io_placement.png
Scale: 2 px per µm. Pins as bars across the die edge, other pins in grey.
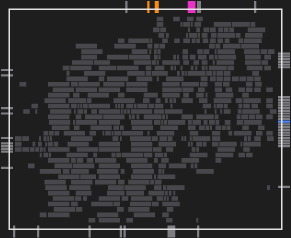
wires.png
Scale: 3 px per µm.
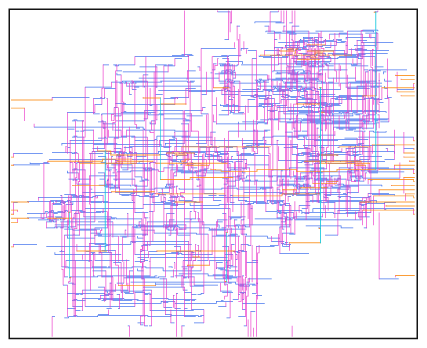
congestion.png
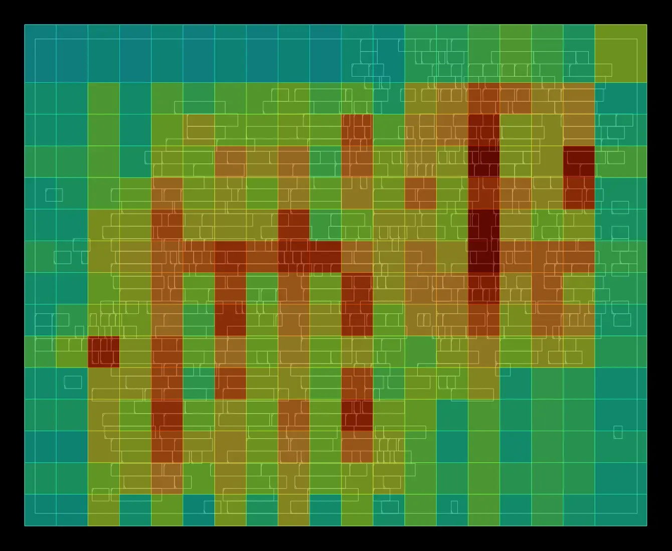
flops_by_reg.png
Scale: 2 px per µm.
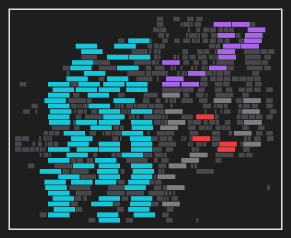
io_fan.png
Scale: 3 px per µm.
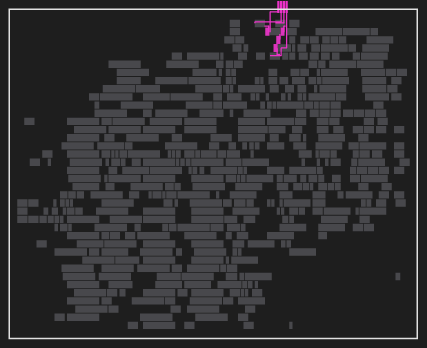
==> src/rtl/alu_seq.sv <==
// Micro-sequencer: runs a small stored program against an external ALU and writes results into a 4-entry register file.
// Optional build macro ALU_SEQ_TIMEOUT_EN adds a WAIT-state response timeout that raises err_to.
module alu_seq #(
  parameter int D_BW = 4,
  parameter int I_BW = 4
) (
  input  logic              clk,
  input  logic              rst_n,
  input  logic              start,
  input  logic              prog_we,
  input  logic [2:0]        prog_addr,
  input  logic [I_BW+5:0]   prog_wdata,
  input  logic [2:0]        prog_len,
  input  logic              rf_we,
  input  logic [1:0]        rf_waddr,
  input  logic [D_BW-1:0]   rf_wdata,
  input  logic [1:0]        rf_raddr,
  output logic [D_BW-1:0]   rf_rdata,
  output logic              alu_en,
  output logic [I_BW-1:0]   alu_cmd,
  output logic [D_BW-1:0]   alu_da,
  output logic [D_BW-1:0]   alu_db,
  input  logic              alu_rsp_en,
  input  logic              alu_rsp_of,
  input  logic              alu_rsp_ofb,
  input  logic [D_BW-1:0]   alu_rsp_dat,
  output logic              busy,
  output logic              done,
  output logic              err_of,
  output logic              err_to
);

  typedef enum logic [1:0] {
    S_IDLE  = 2'd0,
    S_ISSUE = 2'd1,
    S_WAIT  = 2'd2,
    S_DONE  = 2'd3
  } state_t;

  state_t            state_q, state_d;
  logic [2:0]        pc_q, pc_d;
  logic              alu_en_q, alu_en_d;
  logic [I_BW-1:0]   alu_cmd_q, alu_cmd_d;
  logic [D_BW-1:0]   alu_da_q, alu_da_d;
  logic [D_BW-1:0]   alu_db_q, alu_db_d;
  logic              done_q, done_d;
  logic              err_of_q, err_of_d;
  logic [D_BW-1:0]   rf_q [4];
  logic [I_BW+5:0]   prog_q [8];

  logic              host_rf_we_s;
  logic              host_prog_we_s;
  logic              wb_en_s;
  logic [1:0]        wb_dst_s;
  logic [2:0]        fetch_pc_s;
  logic [I_BW-1:0]   fetch_cmd_s;
  logic [1:0]        fetch_srca_s;
  logic [1:0]        fetch_srcb_s;
  logic [D_BW-1:0]   op_a_s;
  logic [D_BW-1:0]   op_b_s;
  logic              unused_ofb_s;

`ifdef ALU_SEQ_TIMEOUT_EN
  logic [2:0]        to_cnt_q, to_cnt_d;
  logic              err_to_q, err_to_d;
`endif

  assign unused_ofb_s   = alu_rsp_ofb;
  assign host_rf_we_s   = rf_we   && (state_q == S_IDLE);
  assign host_prog_we_s = prog_we && (state_q == S_IDLE);
  assign wb_en_s        = alu_rsp_en && (state_q == S_WAIT);
  assign wb_dst_s       = prog_q[pc_q][5:4];

  // The next instruction is fetched while leaving IDLE or WAIT, so its pc is 0 or pc+1.
  assign fetch_pc_s   = (state_q == S_IDLE) ? 3'd0 : (pc_q + 3'd1);
  assign fetch_cmd_s  = prog_q[fetch_pc_s][I_BW+5:6];
  assign fetch_srca_s = prog_q[fetch_pc_s][3:2];
  assign fetch_srcb_s = prog_q[fetch_pc_s][1:0];

  // Writeback lands on the same edge as the next operand capture, so bypass it.
  assign op_a_s = (wb_en_s && (fetch_srca_s == wb_dst_s)) ? alu_rsp_dat : rf_q[fetch_srca_s];
  assign op_b_s = (wb_en_s && (fetch_srcb_s == wb_dst_s)) ? alu_rsp_dat : rf_q[fetch_srcb_s];

  // Next-state and registered-output logic for the sequencer FSM.
  always_comb begin
    state_d   = state_q;
    pc_d      = pc_q;
    alu_en_d  = 1'b0;
    alu_cmd_d = alu_cmd_q;
    alu_da_d  = alu_da_q;
    alu_db_d  = alu_db_q;
    done_d    = 1'b0;
    err_of_d  = err_of_q;
`ifdef ALU_SEQ_TIMEOUT_EN
    to_cnt_d  = to_cnt_q;
    err_to_d  = err_to_q;
`endif
    case (state_q)
      S_IDLE: begin
        if (start) begin
          state_d   = S_ISSUE;
          pc_d      = 3'd0;
          err_of_d  = 1'b0;
`ifdef ALU_SEQ_TIMEOUT_EN
          err_to_d  = 1'b0;
`endif
          alu_en_d  = 1'b1;
          alu_cmd_d = fetch_cmd_s;
          alu_da_d  = op_a_s;
          alu_db_d  = op_b_s;
        end else begin
          state_d = S_IDLE;
        end
      end
      S_ISSUE: begin
        state_d = S_WAIT;
`ifdef ALU_SEQ_TIMEOUT_EN
        to_cnt_d = 3'd0;
`endif
      end
      S_WAIT: begin
        if (alu_rsp_en) begin
          err_of_d = err_of_q | alu_rsp_of;
          if (pc_q == prog_len) begin
            state_d = S_DONE;
            done_d  = 1'b1;
          end else begin
            state_d   = S_ISSUE;
            pc_d      = pc_q + 3'd1;
            alu_en_d  = 1'b1;
            alu_cmd_d = fetch_cmd_s;
            alu_da_d  = op_a_s;
            alu_db_d  = op_b_s;
          end
`ifdef ALU_SEQ_TIMEOUT_EN
        end else if (to_cnt_q == 3'd7) begin
          err_to_d = 1'b1;
          state_d  = S_DONE;
          done_d   = 1'b1;
        end else begin
          to_cnt_d = to_cnt_q + 3'd1;
        end
`else
        end else begin
          state_d = S_WAIT;
        end
`endif
      end
      S_DONE: begin
        state_d = S_IDLE;
      end
      default: begin
        state_d = S_IDLE;
      end
    endcase
  end

  // Sequencer state and output registers.
  always_ff @(posedge clk or negedge rst_n) begin
    if (!rst_n) begin
      state_q   <= S_IDLE;
      pc_q      <= 3'd0;
      alu_en_q  <= 1'b0;
      alu_cmd_q <= '0;
      alu_da_q  <= '0;
      alu_db_q  <= '0;
      done_q    <= 1'b0;
      err_of_q  <= 1'b0;
`ifdef ALU_SEQ_TIMEOUT_EN
      to_cnt_q  <= 3'd0;
      err_to_q  <= 1'b0;
`endif
    end else begin
      state_q   <= state_d;
      pc_q      <= pc_d;
      alu_en_q  <= alu_en_d;
      alu_cmd_q <= alu_cmd_d;
      alu_da_q  <= alu_da_d;
      alu_db_q  <= alu_db_d;
      done_q    <= done_d;
      err_of_q  <= err_of_d;
`ifdef ALU_SEQ_TIMEOUT_EN
      to_cnt_q  <= to_cnt_d;
      err_to_q  <= err_to_d;
`endif
    end
  end

  // Register file: ALU writeback in WAIT, host preload only while idle.
  always_ff @(posedge clk or negedge rst_n) begin
    if (!rst_n) begin
      for (int i = 0; i < 4; i++) begin
        rf_q[i] <= '0;
      end
    end else if (wb_en_s) begin
      rf_q[wb_dst_s] <= alu_rsp_dat;
    end else if (host_rf_we_s) begin
      rf_q[rf_waddr] <= rf_wdata;
    end
  end

  // Program memory keeps its contents across reset.
  always_ff @(posedge clk) begin
    if (host_prog_we_s) begin
      prog_q[prog_addr] <= prog_wdata;
    end
  end

  assign rf_rdata = rf_q[rf_raddr];
  assign alu_en   = alu_en_q;
  assign alu_cmd  = alu_cmd_q;
  assign alu_da   = alu_da_q;
  assign alu_db   = alu_db_q;
  assign done     = done_q;
  assign busy     = (state_q != S_IDLE);
  assign err_of   = err_of_q;
`ifdef ALU_SEQ_TIMEOUT_EN
  assign err_to   = err_to_q;
`else
  assign err_to   = 1'b0;
`endif

endmodule

==> config.mk <==
export PLATFORM = sky130hd
export DESIGN_NAME = alu_seq
export DESIGN_NICKNAME = d
export VERILOG_FILES = /design/src/rtl/alu_seq.sv
export SDC_FILE = /design/constraint.sdc
export NUM_CORES = 1
export LEC_CHECK = 0
export CORE_ASPECT_RATIO = 0.8
export CORE_MARGIN = 2
export CORE_UTILIZATION = 40
export DETAILED_ROUTE_END_ITERATION = 6
export PLACE_DENSITY = 0.69
export SYNTH_ARGS = -nofsm -noshare
export SYNTH_HDL_FRONTEND = slang
export SYNTH_SLANG_ARGS = --single-unit
export TNS_END_PERCENT = 30
==> constraint.sdc <==
create_clock -name clk -period 4.5 [get_ports clk]
set_input_delay 1.125 -clock clk [delete_from_list [all_inputs] [get_ports clk]]
set_output_delay 1.125 -clock clk [all_outputs]
set_load 0.02 [all_outputs]
==> impl_metrics.py <==
# Auto-generated metrics
metrics = {
    "final_layout": {
        "area_dominant_class": "registers",
        "syn2layout_area_growth_pct": 23.3,
        "nNetsFinal": 491,
        "combAreaFraction_pct": 30.5,
        "antenna_cells_inserted": 0,
        "sequential_cell_total": 116,
        "post_route_cells_drive_above_1_share_pct": 18.6,
        "lay_top_cells": "edfxtp_1, clkdlybuf4s50_1, mux2i_1",
        "final.signal_buffer_count": 62,
        "layout.nonclk_buf_share_pct": 8.73,
        "combGateArea_um2": 2080,
    },
    "drt": {
        "highest-signal-layer": "met4",
        "detailedRoute.firstPassIterationCount": 5,
        "detailedRoute.firstIterationViolations": 350,
    },
    "synth": {
        "postSynthNetCount": 427,
        "top_cell_type_s_share_of_synthesized_area_pct": 43.4,
        "numSynthFlops": 116,
        "yosys_warnings": 0,
        "post_synth_most_frequent_cells": "edfxtp_1, mux2i_1, dfrtp_1",
        "async_reset_ff_share_pct": 31.0,
        "share_of_synthesized_area_occupied_by_flip_flops_and_latches_pct": 59.7,
        "synth.mux.area_fraction_pct": 13.4,
        "netlist_top_cells_area": "edfxtp_1, dfrtp_1, mux2i_1",
        "flop_cell": "edfxtp_1",
        "yosys-stat-area_um2": 5540,
        "synth.distinct_cells": 62,
        "xor_share_pct": 2.01,
    },
    "worst_setup_path": {
        "reg2reg_from": "pc_q[2]$_DFFE_PN0P_",
        "endpoint_of_the_most_critical_register_to_register_path": "alu_da[1]$_DFFE_PN0P_",
        "path_delay_family": "buffers and inverters",
        "critical_path.max_stage_delay_ns": 0.59,
        "timing.critical_path.required_ns": 3.38,
        "timing.reg2reg.setup_slack_ns": 1.47,
        "cp_common_cell": "clkdlybuf4s50_1",
        "setup.worst_path.start_class": "primary input",
    },
    "outcome": {
        "status": "finished, final reports clean",
    },
    "pwr": {
        "pwr-share-comb_pct": 38.8,
        "total_power_of_the_final_layout_mw": 4.66,
        "vdd_ir_drop_max_uv": 333,
        "seqPwrFrac_pct": 32.3,
        "power.leakage_nw": 2.48,
    },
    "global_route": {
        "grt_pass1_vias": 3458,
        "globalRouteMet1Util_pct": 24.0,
    },
    "final_timing": {
        "max_clock_freq_mhz": 256,
        "final.hold.worst_slack_ns": 0.502,
        "finish_stage_setup_viols": 0,
        "finalSetupTns_ns": 0,
        "maxSlewHeadroom_pct": 27.9,
        "finalCritPeriodShare_pct": 86.8,
        "report.final.slew_viol_count": 0,
        "setup_repair_after_global_routing_missed_its_margin": "false",
        "worst-slew-pin-transition_ns": 1.08,
    },
    "floorplan": {
        "tap-cell-count": 180,
    },
    "placement": {
        "place.gp.congestion": 0.837,
        "dp.cells": 615,
    },
    "hold_path": {
        "worstHoldEndpoint": "alu_cmd[0]$_DFFE_PN0P_",
    },
    "job": {
        "timing.max_cap.violations": 0,
    },
    "clocking": {
        "numClockSinks": 116,
    },
}
-- io_placement.png (at the start) --
[blue] alu_en | pins: 1 | direction: output | edge: east
[magenta] rf_wdata | pins: 4 | direction: input | edge: north
[orange] prog_len | pins: 3 | direction: input | edge: north
all pins by edge: 26 east, 11 north, 10 south, 10 west
port buffer count: 54
chip height: 109 µm
horizontal extent of the die: 136 µm

-- wires.png (at the start) --
[orange] metal 3 | wire length: 802 µm
[cyan] metal 4 | wire length: 203 µm
[magenta] metal 2 | wire length: 5680 µm
[blue] metal 1 | wire length: 5580 µm
GRT Overall Usage: 17.6%
Post-Route WL: 12300 µm
overall via count from detail_route: 3621

-- congestion.png (at the start) --
routing usage on met2: 27.4%
detailed-route wire length per cell: 19.0 µm
grt met3 use: 4.28%
core utilization of the finished layout: 50.4%
global route hottest layer: met2

-- flops_by_reg.png (at the start) --
[red] alu_da | placed flops: 4 | where: east
[cyan] prog_q | placed flops: 80
[purple] rf_q | placed flops: 16 | where: north-east
area taken by flip-flops and latches: 3300 µm²
Seq area share: 48.4%
Seq. pwr: 1.51 mW

-- io_fan.png (at the start) --
[magenta] rf_wdata | bits: 4 | direction: input | edge: north | end cells: 4 | buffers: 4 | wire: 60.6 µm
count of boundary I/O pins: 57

Power and IR drop assume default switching activity.
